Figure 1. The metal 1 layer (run 1).
Scale bar: 20 microns. Cells faint in the background.
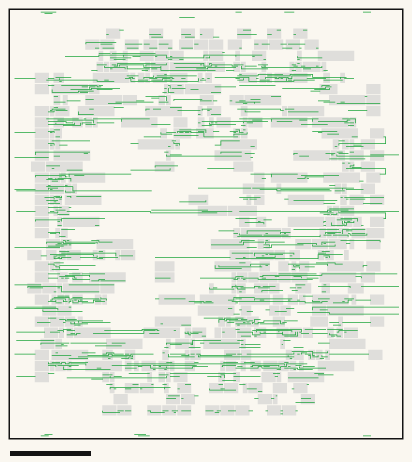
Figure 2. M2 wires (run 1).
Scale bar: 20 microns. Cells faint in the background.
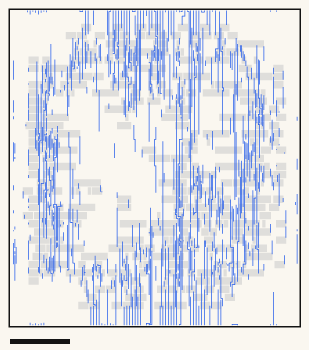
Figure 3. Metal 3 (run 1).
Scale bar: 20 microns. Cells faint in the background.
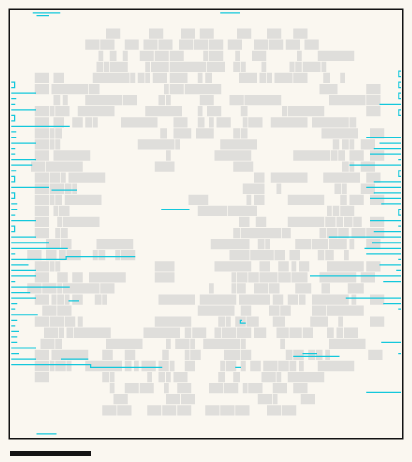
### src/rtl/store_arbiter.sv
// Round-robin arbiter sharing one single-port line store between CPU, loader and display.
// A freeze handshake lets the loader block CPU traffic and wait for its reads to drain.
module store_arbiter #(
    parameter int AW = 5,
    parameter int DW = 32
) (
    input  logic          clk,
    input  logic          resetn,
    input  logic          cpu_req,
    input  logic          cpu_we,
    input  logic [AW-1:0] cpu_addr,
    input  logic [DW-1:0] cpu_wdata,
    output logic          cpu_gnt,
    output logic          cpu_rvalid,
    input  logic          ld_req,
    input  logic          ld_we,
    input  logic [AW-1:0] ld_addr,
    input  logic [DW-1:0] ld_wdata,
    output logic          ld_gnt,
    output logic          ld_rvalid,
    input  logic          dsp_req,
    input  logic [AW-1:0] dsp_addr,
    output logic          dsp_gnt,
    output logic          dsp_rvalid,
    output logic [DW-1:0] rdata,
    input  logic          freeze_req,
    output logic          frozen,
    output logic [AW-1:0] mem_addr,
    output logic [DW-1:0] mem_din,
    output logic          mem_we,
    output logic          mem_re,
    input  logic [DW-1:0] mem_dout
);
    typedef enum logic [1:0] {RUN = 2'd0, DRAIN = 2'd1, FROZEN = 2'd2} state_t;
    localparam logic [1:0] PORT_CPU = 2'd0;
    localparam logic [1:0] PORT_LD  = 2'd1;
    localparam logic [1:0] PORT_DSP = 2'd2;

    state_t          state_reg, state_next;
    logic [1:0]      ptr_reg;
    logic [2:0]      tag1_reg, tag2_reg;   // one-hot owner of the read in the issue / return stage
    logic            cpu_blocked, cpu_in_flight;
    logic [2:0]      elig, gnt_vec;
    logic [1:0]      gnt_port;
    logic            any_gnt;
    logic            g_we;
    logic [AW-1:0]   g_addr;
    logic [DW-1:0]   g_wdata;

    assign elig = {dsp_req, ld_req, cpu_req & ~cpu_blocked} & {3{resetn}};

    // Search starts at the port after the last winner: cpu -> ld -> dsp -> cpu
    always_comb begin
        gnt_vec = 3'b000;
        case (ptr_reg)
            PORT_CPU: begin
                if (elig[1])      gnt_vec = 3'b010;
                else if (elig[2]) gnt_vec = 3'b100;
                else if (elig[0]) gnt_vec = 3'b001;
            end
            PORT_LD: begin
                if (elig[2])      gnt_vec = 3'b100;
                else if (elig[0]) gnt_vec = 3'b001;
                else if (elig[1]) gnt_vec = 3'b010;
            end
            default: begin
                if (elig[0])      gnt_vec = 3'b001;
                else if (elig[1]) gnt_vec = 3'b010;
                else if (elig[2]) gnt_vec = 3'b100;
            end
        endcase
    end

    assign any_gnt = |gnt_vec;

    always_comb begin
        gnt_port = PORT_CPU;
        g_we     = cpu_we;
        g_addr   = cpu_addr;
        g_wdata  = cpu_wdata;
        if (gnt_vec[1]) begin
            gnt_port = PORT_LD;
            g_we     = ld_we;
            g_addr   = ld_addr;
            g_wdata  = ld_wdata;
        end else if (gnt_vec[2]) begin
            gnt_port = PORT_DSP;
            g_we     = 1'b0;
            g_addr   = dsp_addr;
            g_wdata  = '0;
        end
    end

    always_ff @(posedge clk or negedge resetn) begin
        if (!resetn) begin
            ptr_reg  <= PORT_DSP;
            mem_addr <= '0;
            mem_din  <= '0;
            mem_we   <= 1'b0;
            mem_re   <= 1'b0;
            tag1_reg <= 3'b000;
            tag2_reg <= 3'b000;
        end else begin
            mem_we   <= any_gnt & g_we;
            mem_re   <= any_gnt & ~g_we;
            tag1_reg <= (any_gnt && !g_we) ? gnt_vec : 3'b000;
            tag2_reg <= tag1_reg;
            if (any_gnt) begin
                ptr_reg  <= gnt_port;
                mem_addr <= g_addr;
                mem_din  <= g_wdata;
            end
        end
    end

    assign cpu_in_flight = tag1_reg[0] | tag2_reg[0];

    always_ff @(posedge clk or negedge resetn) begin
        if (!resetn) state_reg <= RUN;
        else         state_reg <= state_next;
    end

    always_comb begin
        state_next = state_reg;
        case (state_reg)
            RUN:     if (freeze_req) state_next = DRAIN;
            DRAIN: begin
                if (!freeze_req)         state_next = RUN;
                else if (!cpu_in_flight) state_next = FROZEN;
            end
            FROZEN:  if (!freeze_req) state_next = RUN;
            default: state_next = RUN;
        endcase
    end

    always_comb begin
        cpu_blocked = (state_reg != RUN);
        frozen      = (state_reg == FROZEN);
    end

    assign cpu_gnt    = gnt_vec[0];
    assign ld_gnt     = gnt_vec[1];
    assign dsp_gnt    = gnt_vec[2];
    assign cpu_rvalid = tag2_reg[0];
    assign ld_rvalid  = tag2_reg[1];
    assign dsp_rvalid = tag2_reg[2];
    assign rdata      = mem_dout;
endmodule

### config.mk
export PLATFORM = sky130hd
export DESIGN_NAME = store_arbiter
export DESIGN_NICKNAME = d
export VERILOG_FILES = /design/src/rtl/store_arbiter.sv
export SDC_FILE = /design/constraint.sdc
export NUM_CORES = 1
export LEC_CHECK = 0
export ABC_CLOCK_PERIOD_IN_PS = 2100
export CORE_ASPECT_RATIO = 1.1
export CORE_MARGIN = 4
export CORE_UTILIZATION = 31
export CTS_CLUSTER_SIZE = 30
export DETAILED_ROUTE_END_ITERATION = 8
export PLACE_DENSITY_LB_ADDON = 0.3
export SKIP_CTS_REPAIR_TIMING = 1
export SYNTH_ARGS = -nofsm -noshare
export SYNTH_HDL_FRONTEND = slang
export SYNTH_SLANG_ARGS = --single-unit
### constraint.sdc
create_clock -name clk -period 2.1 [get_ports clk]
set_input_delay 0.525 -clock clk [delete_from_list [all_inputs] [get_ports clk]]
set_output_delay 0.525 -clock clk [all_outputs]
set_load 0.02 [all_outputs]
==> results.txt, run 1 <==
Physical implementation status

The setup TNS stands at -425.6 ps. The final antenna-violating net count stands at 0. In this run the horizontal extent of the chip is 96.26 microns.

The cell count after synthesis came out at 295. OpenSTA lists the critical path startpoint as state_reg[0]. The flop-to-flop setup slack stands at 100 ps. By instance count after routing, the leading logic cell types are 124 x clkdlybuf4s50_1, 48 x dfrtp_1, 39 x a21oi_1. The cell area reported after detailed placement stands at 3990 sq um. Ranked by flip-flop count, first place goes to mem_din. The share of the Yosys chip area taken by registers is 0.4621. The final cell utilization of the core stands at 0.4911. For this design the static power due to leakage is 1.776 nW. The power per cell area stands at 968.0 nW/um^2. The critical path is of the reg -> out type. The number of H-tree levels stands at 2. The tightest min-delay check is of the in -> async type.

The highest ir drop seen on vdd stands at 459.0 uV. On the critical path the largest part of the delay comes from simple AND/OR/NAND/NOR gates. The library cell used most frequently in the layout, excluding fill and tap cells, is clkdlybuf4s50_1. Per the detail_route report, routed wire per instance is 15.61 microns. The total congestion overflow stands at 0.

After detailed routing, the met2 layer carries 4.204 mm of wire. The required time at the endpoint of the critical path stands at 1570 ps. The area growth from synthesis to layout stands at 54.64%. The final power report lists total power as 3.976 mW. The flow ran to the end, but the final reports show violations. The peak clock frequency supported by timing stands at 440.4 MHz. The worst setup path is launched from a flip-flop. After its last routability iteration, the placer logged a weighted congestion of 0.7277.

The layout stage reports a final design area of 4108 sq um. The worst hold-check slack stands at 252.0 ps. The latest clock arrival within the worst-skew pair stands at 290 ps. The critical path maximum fanout is 2.

The data arrival time reported for the critical path is 1750 ps. In the final report, the number of hold violations comes to 0. Together, buffers and inverters on the worst path number 1. The via count of the first global-routing pass stands at 2650. The synthesized area divided by synthesized cell count stands at 9.004 sq um. The worst slew slack as a fraction of its limit stands at 0.7073.

The final layout contains 522 nets. STA classifies the critical path endpoint as an output port. Entering global routing, the biggest net connects 41 pins. The checks that failed: setup timing. The synthesis stats list as the most numerous cell dfrtp_1. Per the synthesis report, the dominant area consumer among library cells is dfrtp_1.

The detailed placer reported the number of placed instances as 507. In the routed design, unresolved DRC markers number 0. The post-CTS clock slew at the launch and capture registers of the worst setup and hold paths stands at 90 ps. The number of antenna violations at the first check in global routing is 0. The cell depth of the worst flop-to-flop path stands at 7. The number of detailed-routing iterations run before antenna repair stands at 4.

The worst setup margin stands at -170.8 ps. Setup slack on the worst path after placement came out at -870.3 ps. The floorplan report gives the top-level pin count as 197. The antenna diode instance count stands at 0. The number of cells on the critical path stands at 4. The worst clock skew on the final layout stands at 4.855 ps. The share of synthesized area in the top cell type comes to 0.4522. Per the detail_route report, vias per standard cell equal 4.846. In this run the worst setup path terminates at cpu_gnt. The synthesis area per yosys stands at 2656 sq um.

The synthesized design contains 0 enable-type register cells. Setup repair after global routing could not meet its margin everywhere. The tree is rooted in a clkbuf_8. The fraction of met1 tracks used by global routing stands at 0.1894. In the finished design, the share of the clock period the worst path needs comes to 1.081.

The floorplan has 35 rows. The synthesized netlist was found by Yosys to have 295 cells. The net count after synthesis is 414. For reference, the critical path cell chain is or3b_4 -> or3_4 -> nor2_4 -> buf_6.

The area of the chip stands at 10120 sq um. In this run, synthesis produced a sequential element count of 49. Global route summary, busiest routing layer listed as met2. The number of CTS-inserted buffers stands at 5. The global router's overall resource usage stands at 0.1583. The register with the most flip-flops in the layout has 32 of them. The number of distinct standard cells referenced by the synthesized netlist stands at 28. The tool warning count for the run is 28. The synthesis report names the predominant flop master as dfrtp_1. The setup-violating endpoint count in the final report stands at 3.

According to the dpl log, the detail-placed design has an HPWL of 5.758 mm. The first global-routing pass estimated 12.74 mm of wire. In the final routing, the length of wire on met1 measures 3.241 mm. The number of slew-limit violations in the final report stands at 0.

During placement, the flow inserted port buffers numbering 132. At the floorplan stage, the core utilization is reported as 0.3176. In this run the critical register-to-register path is captured at mem_addr[3]. The worst-case clock buffer depth stands at 2.
About Figure 1:
share of all routed wire = 40%
nets with wire on the layer = 429
wire length on this layer = 3240 microns
main direction = horizontal

About Figure 2:
main direction = vertical
nets with wire on the layer = 429
wire length on this layer = 4200 microns
share of all routed wire = 52%
global routing met2 resource utilization: 0.2797
final routed wirelength across all metal layers: 8.021 mm
via total after detailed routing: 2491

About Figure 3:
share of all routed wire = 6.4%
main direction = horizontal
grt met3 use: 0.03528

## run 1: area by class of cell
type / count / area [sq um] / share of cell area
repair buffers: 155 / 1535 / 0.3737
well taps: 111 / 138.9 / 0.03381
flip-flops and latches: 49 / 1227 / 0.2988
inverters: 9 / 33.78 / 0.008224
clock buffers: 7 / 86.33 / 0.02102
multi-input cells: 183 / 1086 / 0.2644
## run 1: cells by family after synthesis
kind of cell	synth area share
AOI/OAI and AO/OA	0.2445
and+or+nand+nor	0.1470
DFF	0.4621
buffers and inverters	0.1465
## run 1: where the power goes
part	internal, mW	switching (mW)	leakage [nW]	total [mW]
Sequential	1.24	0.160	0.599	1.41
Clock	0.262	0.296	0.0443	0.558
Combinational	0.991	1.02	1.13	2.01
Total	2.50	1.48	1.78	3.98
Figure 4. Routing congestion (run 1).
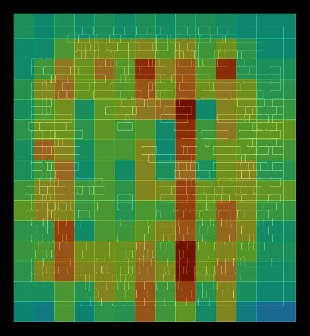

==> run 1 -> run 2 <==
--- a/config.mk
+++ b/config.mk
@@ -5,10 +5,11 @@
 export SDC_FILE = /design/constraint.sdc
 export NUM_CORES = 1
 export LEC_CHECK = 0
-export ABC_CLOCK_PERIOD_IN_PS = 2100
+export ABC_AREA = 1
+export ABC_CLOCK_PERIOD_IN_PS = 2400
 export CORE_ASPECT_RATIO = 1.1
 export CORE_MARGIN = 4
-export CORE_UTILIZATION = 31
+export CORE_UTILIZATION = 37
 export CTS_CLUSTER_SIZE = 30
 export DETAILED_ROUTE_END_ITERATION = 8
 export PLACE_DENSITY_LB_ADDON = 0.3
==> constraint.sdc (replaced) <==
create_clock -name clk -period 2.4 [get_ports clk]
set_input_delay 0.6 -clock clk [delete_from_list [all_inputs] [get_ports clk]]
set_output_delay 0.6 -clock clk [all_outputs]
set_load 0.02 [all_outputs]
Figure 5. Routing congestion (run 2).
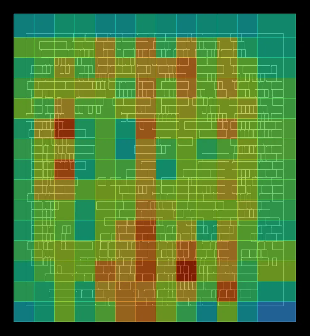
Layout Utilization: 0.5573
global route hottest layer: met2

==> run 2 against run 1 <==
  * The flow now finishes without violations
  * Largest cell class unchanged
  * Sequential power decreased by 7%
  * Hold slack improved by 47 ps
  * Largest power group unchanged
  * Via count increased by 13%
  * Global-route usage increased by 0.31 points
  * Worst setup slack improved by 250 ps
  * Clock-buffer cell count decreased by 2
  * Non-clock buffer count decreased by 4
  * Synthesized cell count increased by 40%
  * Cell area increased by 9.7%
  * Clock skew increased by 4.7 ps
  * Final cell count increased by 23%
==> results.txt, run 2 <==
Physical implementation status

The run finished with clean final reports. The critical path runs through a total of 6 cells. The post-route clock period utilization stands at 0.9653. Input and output buffers added on the ports amount to 132. The cell count after placement stands at 626. The highest ir drop seen on vdd stands at 462.1 uV. The final antenna-violating net count stands at 0. For reference, the critical path is captured by dsp_gnt. The synthesized area divided by synthesized cell count stands at 7.610 sq um. Listed in order, past its start point the critical path passes clkdlybuf4s50_1 -> nand3_1 -> nor2_1 -> nor2_4 -> nand2_4 -> clkbuf_2. On the critical path the data arrives at 1720 ps. The worst-case clock buffer depth stands at 2. The worst setup path is of the in -> out kind. Yosys instantiated no cell more often than nand2_1. The synthesis report gives the async set-or-reset register share as 1.000.

The area growth from synthesis to layout stands at 43.66%. In this run the core area contains 34 standard-cell rows. The endpoint identified for the worst register-to-register timing path is mem_din[6]. Counting flops per register, the top entry is mem_din.

The worst setup path is captured at an output port. Clock latency on the worst-skew pair, taken at its later pin, is 300 ps. The share of synthesized area occupied by flip-flops and latches stands at 0.3915. For the final database, setup skew stands at 9.555 ps. The non-clock buffer instance count of the final layout stands at 151. Of the cells placed in the final design, the portion with a size suffix greater than 1 is 0.1616.

The flop-to-flop setup slack stands at 490 ps. The CTS log lists the clock sinks for this run as 49. Registers take 1227 sq um.

The number of buffers and inverters on the critical path is 2. The number of distinct standard cells referenced by the synthesized netlist stands at 29. The setup-violating endpoint count in the final report stands at 0.

The synthesis area per yosys stands at 3136 sq um. The number of detailed-routing iterations run before antenna repair stands at 4. The final layout report lists a non-clock inverter count of 77. Ranked by instance count, the synthesized netlist is headed by 108 x nand2_1, 72 x inv_1, 48 x dfrtp_1, 41 x nor2_1, 33 x buf_4.

The total congestion overflow stands at 0. The commonest register cell is dfrtp_1. For this run, the script counts the antenna cells in the layout as 0. The post-route cell area stands at 4504 sq um. The layout report lists the non-clock buffer share of cell area as 0.3333. The cell-mix breakdown from Yosys lists the simple-gate area share as 0.2973. The cell count in the Yosys report stands at 412.

The top cell type in the final layout, fill and taps aside, is clkdlybuf4s50_1. The post-route met1 wirelength stands at 3.121 mm. The largest registers in the layout are mem_din: 32 flops, mem_addr: 5 flops. Per the detail_route report, routed wire per instance is 12.77 microns. The main area contributors are dfrtp_1 38%, nand2_1 13%, inv_1 8.6%. Setup repair after global routing left no endpoint under its margin.

The number of antenna violations at the first check in global routing was 0. The fraction of synthesized area in multiplexers stands at 0. After detailed routing, the number of vias per cell comes to 4.440.

The worst register-to-register path has a depth of 11. The post-synthesis compound-gate area fraction stands at 0.1022. OpenROAD emitted warnings numbering 26.

TritonCTS built the clock tree. The chip width stands at 95.77 microns. The count of pins on the block boundary stands at 197.

Looking at the max-slew report, the worst-margin pin has a slew of 602.3 ps. The cell sitting at the root of the clock tree is a clkbuf_8. The count of endpoints failing hold in the final timing report stands at 0. The number of max-capacitance violations reported stands at 0.

The tapcell count stands at 108. The pin count of the biggest net entering global routing stands at 48. The final design was reported to hold multi-input combinational gates totalling 241.

The filler cells instantiated in the layout total 773. Per the STA report, the cell with the highest stage delay on the worst path is clkdlybuf4s50_1. Among all cell classes, the greatest summed area belongs to buffers. The number of standard cells in the layout, taps in and fillers out stands at 634.

For reference, the critical path is launched at dsp_req. The share of final layout cell area taken by clock buffers and inverters stands at 0.02028. Based on the critical path, the design can be clocked at up to 431.6 MHz. The fraction of standard cell area that is sequential stands at 0.2725. The worst setup margin stands at 83.17 ps. Overall routing resource usage recorded by global route was 0.1614. On the critical path the largest part of the delay comes from buffers and inverters. The core outline area stands at 8083 sq um.

Counting the buffers created by CTS gives 5. The wire-length estimate of the detail-placed layout is 6.424 mm. The die span in y stands at 104.6 microns. The power per cell area stands at 900.1 nW/um^2. The pre-CTS setup check shows a worst slack of -361.7 ps.

Summing internal, switching and leakage power gives 4.054 mW. The net count after synthesis stands at 531. The final max-slew violation count recorded for this run is 0.

The most common logic cells in the final layout are 128 x clkdlybuf4s50_1, 108 x nand2_1, 72 x inv_1. The number of violations reported at the end of detailed-routing iteration 0 stands at 93. Per the post-CTS timing run, clock transition at the registers of the reported paths is 90 ps. The core utilization at floorplan stands at 0.3879. Checking hold timing, the worst path is listed with class in -> async. The synthesis stat section lists a flop and latch total of 49. The routed length on met2 stands at 4.196 mm. The last weighted congestion value of the routability-driven placer stands at 0.8549. After routing, the total negative slack on setup checks comes to 0 ps. The cell-mix breakdown from Yosys lists the adder-cell area share as 0. The number of flops mapped to enable cells by yosys stands at 0. The worst path needs 2317 ps of the cycle, external delays included. The netlist area before placement stands at 3136 sq um. Grouping non-sequential cells by family puts the most area in simple AND/OR/NAND/NOR gates.

Routed signal wires occupy layers up through met4. The post-synthesis share of cell area spent on xor and xnor gates stands at 0. The register with the most flip-flops in the layout has 32 of them.

The area of the chip stands at 10010 sq um. The largest total area in the synthesized netlist belongs to dfrtp_1. The flip-flop and latch count stands at 49. The layout report lists the multi-input gate area as 1252 sq um. The number of H-tree levels stands at 2. The cell area reported after detailed placement stands at 4420 sq um. The OpenROAD report gives the critical path a required time of 1800 ps. The detailed route wirelength on metal3 stands at 610 microns. The largest fanout on the critical path stands at 7. The tally of yosys warning messages stands at 0. Per STA, the highest per-stage delay on the worst path measures 520 ps. The number of instances in the synthesized netlist stands at 412.

The tally of clock buffers in the finished layout stands at 5. The residual DRC count stands at 0. For the worst reg-to-reg path, the startpoint reported by OpenROAD is ptr_reg[1]. The wire length of the first global-routing pass stands at 12.80 mm. The via count of the first global-routing pass stands at 2752. The script extracted a total leakage power of 2.291 nW. The worst hold-check slack stands at 299.1 ps. The share of synthesized area in the top cell type comes to 0.3831. STA classifies the critical path startpoint as a primary input.

The worst pin sits at a relative slew slack of 0.5984. After the last flow step, the layout net total stands at 644. The combinational fraction of the cell area stands at 0.2781.
Figure 6. Signal wires on met4 (run 2).
Scale bar: 20 microns.
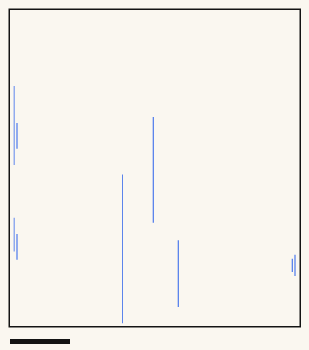
main direction = vertical
longest straight run = 49.0 microns
final routed wirelength across all metal layers: 8.097 mm
via total after detailed routing: 2815

[run 2: cell count changes in the layout (fill, tap and decap cells not counted), moves of 6 or more]
cell | previous run | this run
a21oi_1 | 39 | 2
inv_1 | 9 | 72
nand2_1 | 37 | 108
nand3_1 | 5 | 16
nor2_2 | 0 | 7
nor3_1 | 0 | 6
o211ai_1 | 18 | 0
o211ai_2 | 10 | 0
o21ai_2 | 0 | 21
[run 2: power breakdown]
part	internal [mW]	switching, mW
Clock	0.207	0.283
Combinational	1.04	1.21
Sequential	1.14	0.174
[run 2: per-layer routing]
layer,vias to the layer above,global-route usage
li1,1422,-
met1,1287,0.1836
met2,86,0.2906
met3,20,0.03379
met4,0,0.05894
met5,-,0
Figure 7. The metal 1 layer (run 2).
Scale bar: 20 microns. Cells faint in the background.
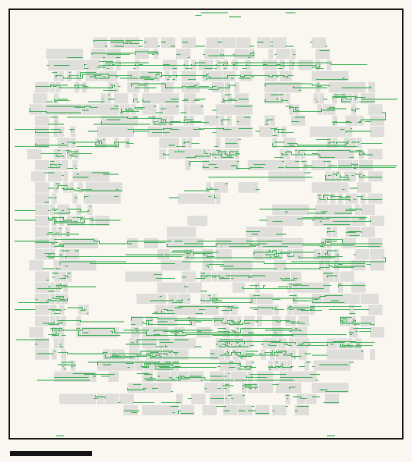

==> run 2 -> run 3 <==
--- a/config.mk
+++ b/config.mk
@@ -12,7 +12,7 @@
 export CORE_UTILIZATION = 37
 export CTS_CLUSTER_SIZE = 30
 export DETAILED_ROUTE_END_ITERATION = 8
-export PLACE_DENSITY_LB_ADDON = 0.3
+export PLACE_DENSITY = 0.85
 export SKIP_CTS_REPAIR_TIMING = 1
 export SYNTH_ARGS = -nofsm -noshare
 export SYNTH_HDL_FRONTEND = slang
Figure 8. The metal 1 layer (run 3).
Scale bar: 20 microns. Cells faint in the background.
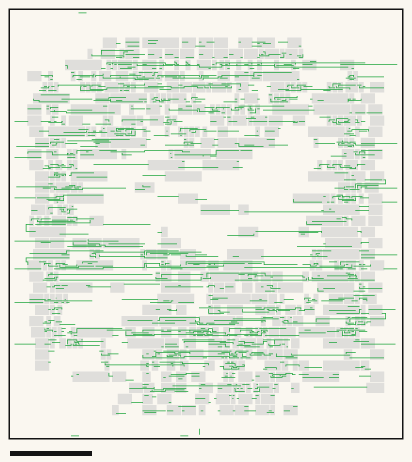
wire length on this layer = 3140 microns
nets with wire on the layer = 533
longest straight run = 36.3 microns
share of all routed wire = 37%
main direction = horizontal
GRT met1 Usage: 0.1880
via total after detailed routing: 2849
final routed wirelength across all metal layers: 8.395 mm

==> run 3 against run 2 <==
  * Synthesized cell count is the same
  * Largest power group unchanged
  * Combinational power grew 2%
  * Die area unchanged
  * Area after synthesis unchanged
  * Clock-buffer cell count did not move
  * Highest routed layer unchanged
  * First-iteration DRC count up 31%
==> results.txt, run 3 <==
Physical implementation status

After synthesis the netlist holds a flip-flop and latch count of 49. The clock net in this run drives a total of 49 sinks. The flow ran to the end, and the final reports show no timing, DRC or antenna violations. The via count of the first global-routing pass stands at 2930.

The share of synthesized cell area in and, or, nand and nor gates stands at 0.2973. The setup TNS stands at 0 ps. The last weighted congestion value of the routability-driven placer stands at 0.8340. Looking at the clock tree report, the H-tree level count equals 2. The netlist area before placement stands at 3136 sq um. After routing the design area is 4549 sq um.

For this design the static power due to leakage is 2.324 nW. The number of flops mapped to enable cells by yosys stands at 0. In the synthesized netlist, the number of instances is 412. The post-route clock period utilization stands at 0.9665. The average routed wire per standard cell stands at 13.14 microns. The minimum clock period stands at 2320 ps. Looking at the clock tree report, the root buffer type is clkbuf_8. The power of the sequential group stands at 1.31 mW. The final antenna diode tally reported by the flow is 0. The largest fanout on the critical path stands at 3. The final antenna-violating net count stands at 0. The power share of the sequential group stands at 0.322. The combinational power share stands at 0.561.

Of the total power, the share spent switching nets is 0.4087. For this run, asynchronously set or reset flops after synthesis account for 1.000. Wire segments on met3 add up to 596 microns in the final route. The power consumed by combinational cells stands at 2.29 mW. The largest registers in the layout are mem_din: 32 flops, mem_addr: 5 flops.

CTS added clock buffers totalling 5. Global routing finished with a remaining overflow of 0. The number of detailed-routing iterations run before antenna repair stands at 4. In this run, the synthesized area fraction spent on adder and majority cells is recorded as 0. The largest total area in the synthesized netlist belongs to dfrtp_1. In the final run the clock tree shows a worst skew of 7.048 ps. STA classifies the critical path endpoint as an output port. For the worst setup path, the data arrival time is 1720 ps.

The post-CTS clock slew at the launch and capture registers of the worst setup and hold paths stands at 90 ps. For this run, the share of the core covered by cells in the final layout is 0.5628. The number of inserted filler cells in the final layout stands at 732. VDD sags by at most 439.5 uV. The global routing met2 resource utilization stands at 0.3050. Signal nets in the final route climb as high as met4.

The post-synthesis compound-gate area fraction stands at 0.1022. STA shows the worst reg2reg path with a cell count of 10. The worst slew slack as a fraction of its limit stands at 0.7206. Per Yosys stat, the portion of area used by sequential elements is 0.3915. According to the floorplan report, the placeable core area is 8083 sq um.

The residual DRC count stands at 0. The capture point of the worst register-to-register path is recorded as tag1_reg[0]. Including well taps, the total number of placed cells is 631.

The logic area stands at 1257 sq um. Per the OpenROAD floorplan log, the height of the die is 104.6 microns. The number of antenna violations at the first check in global routing stands at 0. Ranked by total cell area, the synthesized netlist is headed by dfrtp_1 38%, nand2_1 13%, inv_1 8.6%.

The internal portion of the total power is 2.408 mW. The tally of yosys warning messages stands at 0. The area growth from synthesis to layout stands at 45.09%. The final layout contains 649 nets. The share of synthesized area in the top cell type comes to 0.3831. For this design, the slowest cell found on the critical path is clkdlybuf4s50_1. The count of standard-cell rows stands at 34. The post-route met1 wirelength stands at 3.144 mm. Per the synth stats, the flop cell with the highest instance count is dfrtp_1. Per the detail_route report, vias per standard cell equal 4.459. The number of standard cells in the layout, taps in and fillers out stands at 639. The wire-length estimate of the detail-placed layout is 6.720 mm. The met3 routing resource usage after global routing stands at 0.03882. The number of max-capacitance violations reported stands at 0.

The worst-case clock buffer depth stands at 2. For the pin with the worst max-slew slack, the measured transition is 419.1 ps. The pin count of the biggest net entering global routing stands at 33. The share of power burned in the clock network stands at 0.116. Measured against the total synthesized area, the mux share comes to 0.
Figure 9. Metal 3 (run 3).
Scale bar: 20 microns. Cells faint in the background.
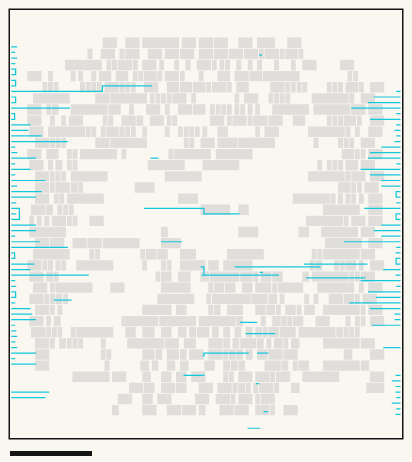
wire length on this layer = 597 microns
main direction = horizontal
share of all routed wire = 7.1%
nets with wire on the layer = 101
longest straight run = 22.1 microns

## run 3: worst max path at each step
stage | endpoint | slack [ps] | depth (start not counted)
2_1_floorplan | cpu_gnt | 370 | 6
3_3_place_gp | dsp_gnt | -370 | 6
3_5_place_dp | dsp_gnt | -380 | 6
4_1_cts | dsp_gnt | -390 | 6
5_1_grt | cpu_gnt | -10 | 6
6_report | ld_gnt | 80 | 6
## run 3: cell type report
type | instances | area share
clock inverters | 3 | 0.003850
flip-flops and latches | 49 | 0.2698
multi-input cells | 241 | 0.2764
clock buffers | 5 | 0.01513
repair buffers | 156 | 0.3399
inverters | 77 | 0.06518
well taps | 108 | 0.02970
## run 3: worst max-delay path: cells and delay by family
family	cells	cell delay, ps
buffers and inverters	3	770
AND/OR/NAND/NOR	3	340
No activity file was given, so power comes from the tool's default toggle rates.
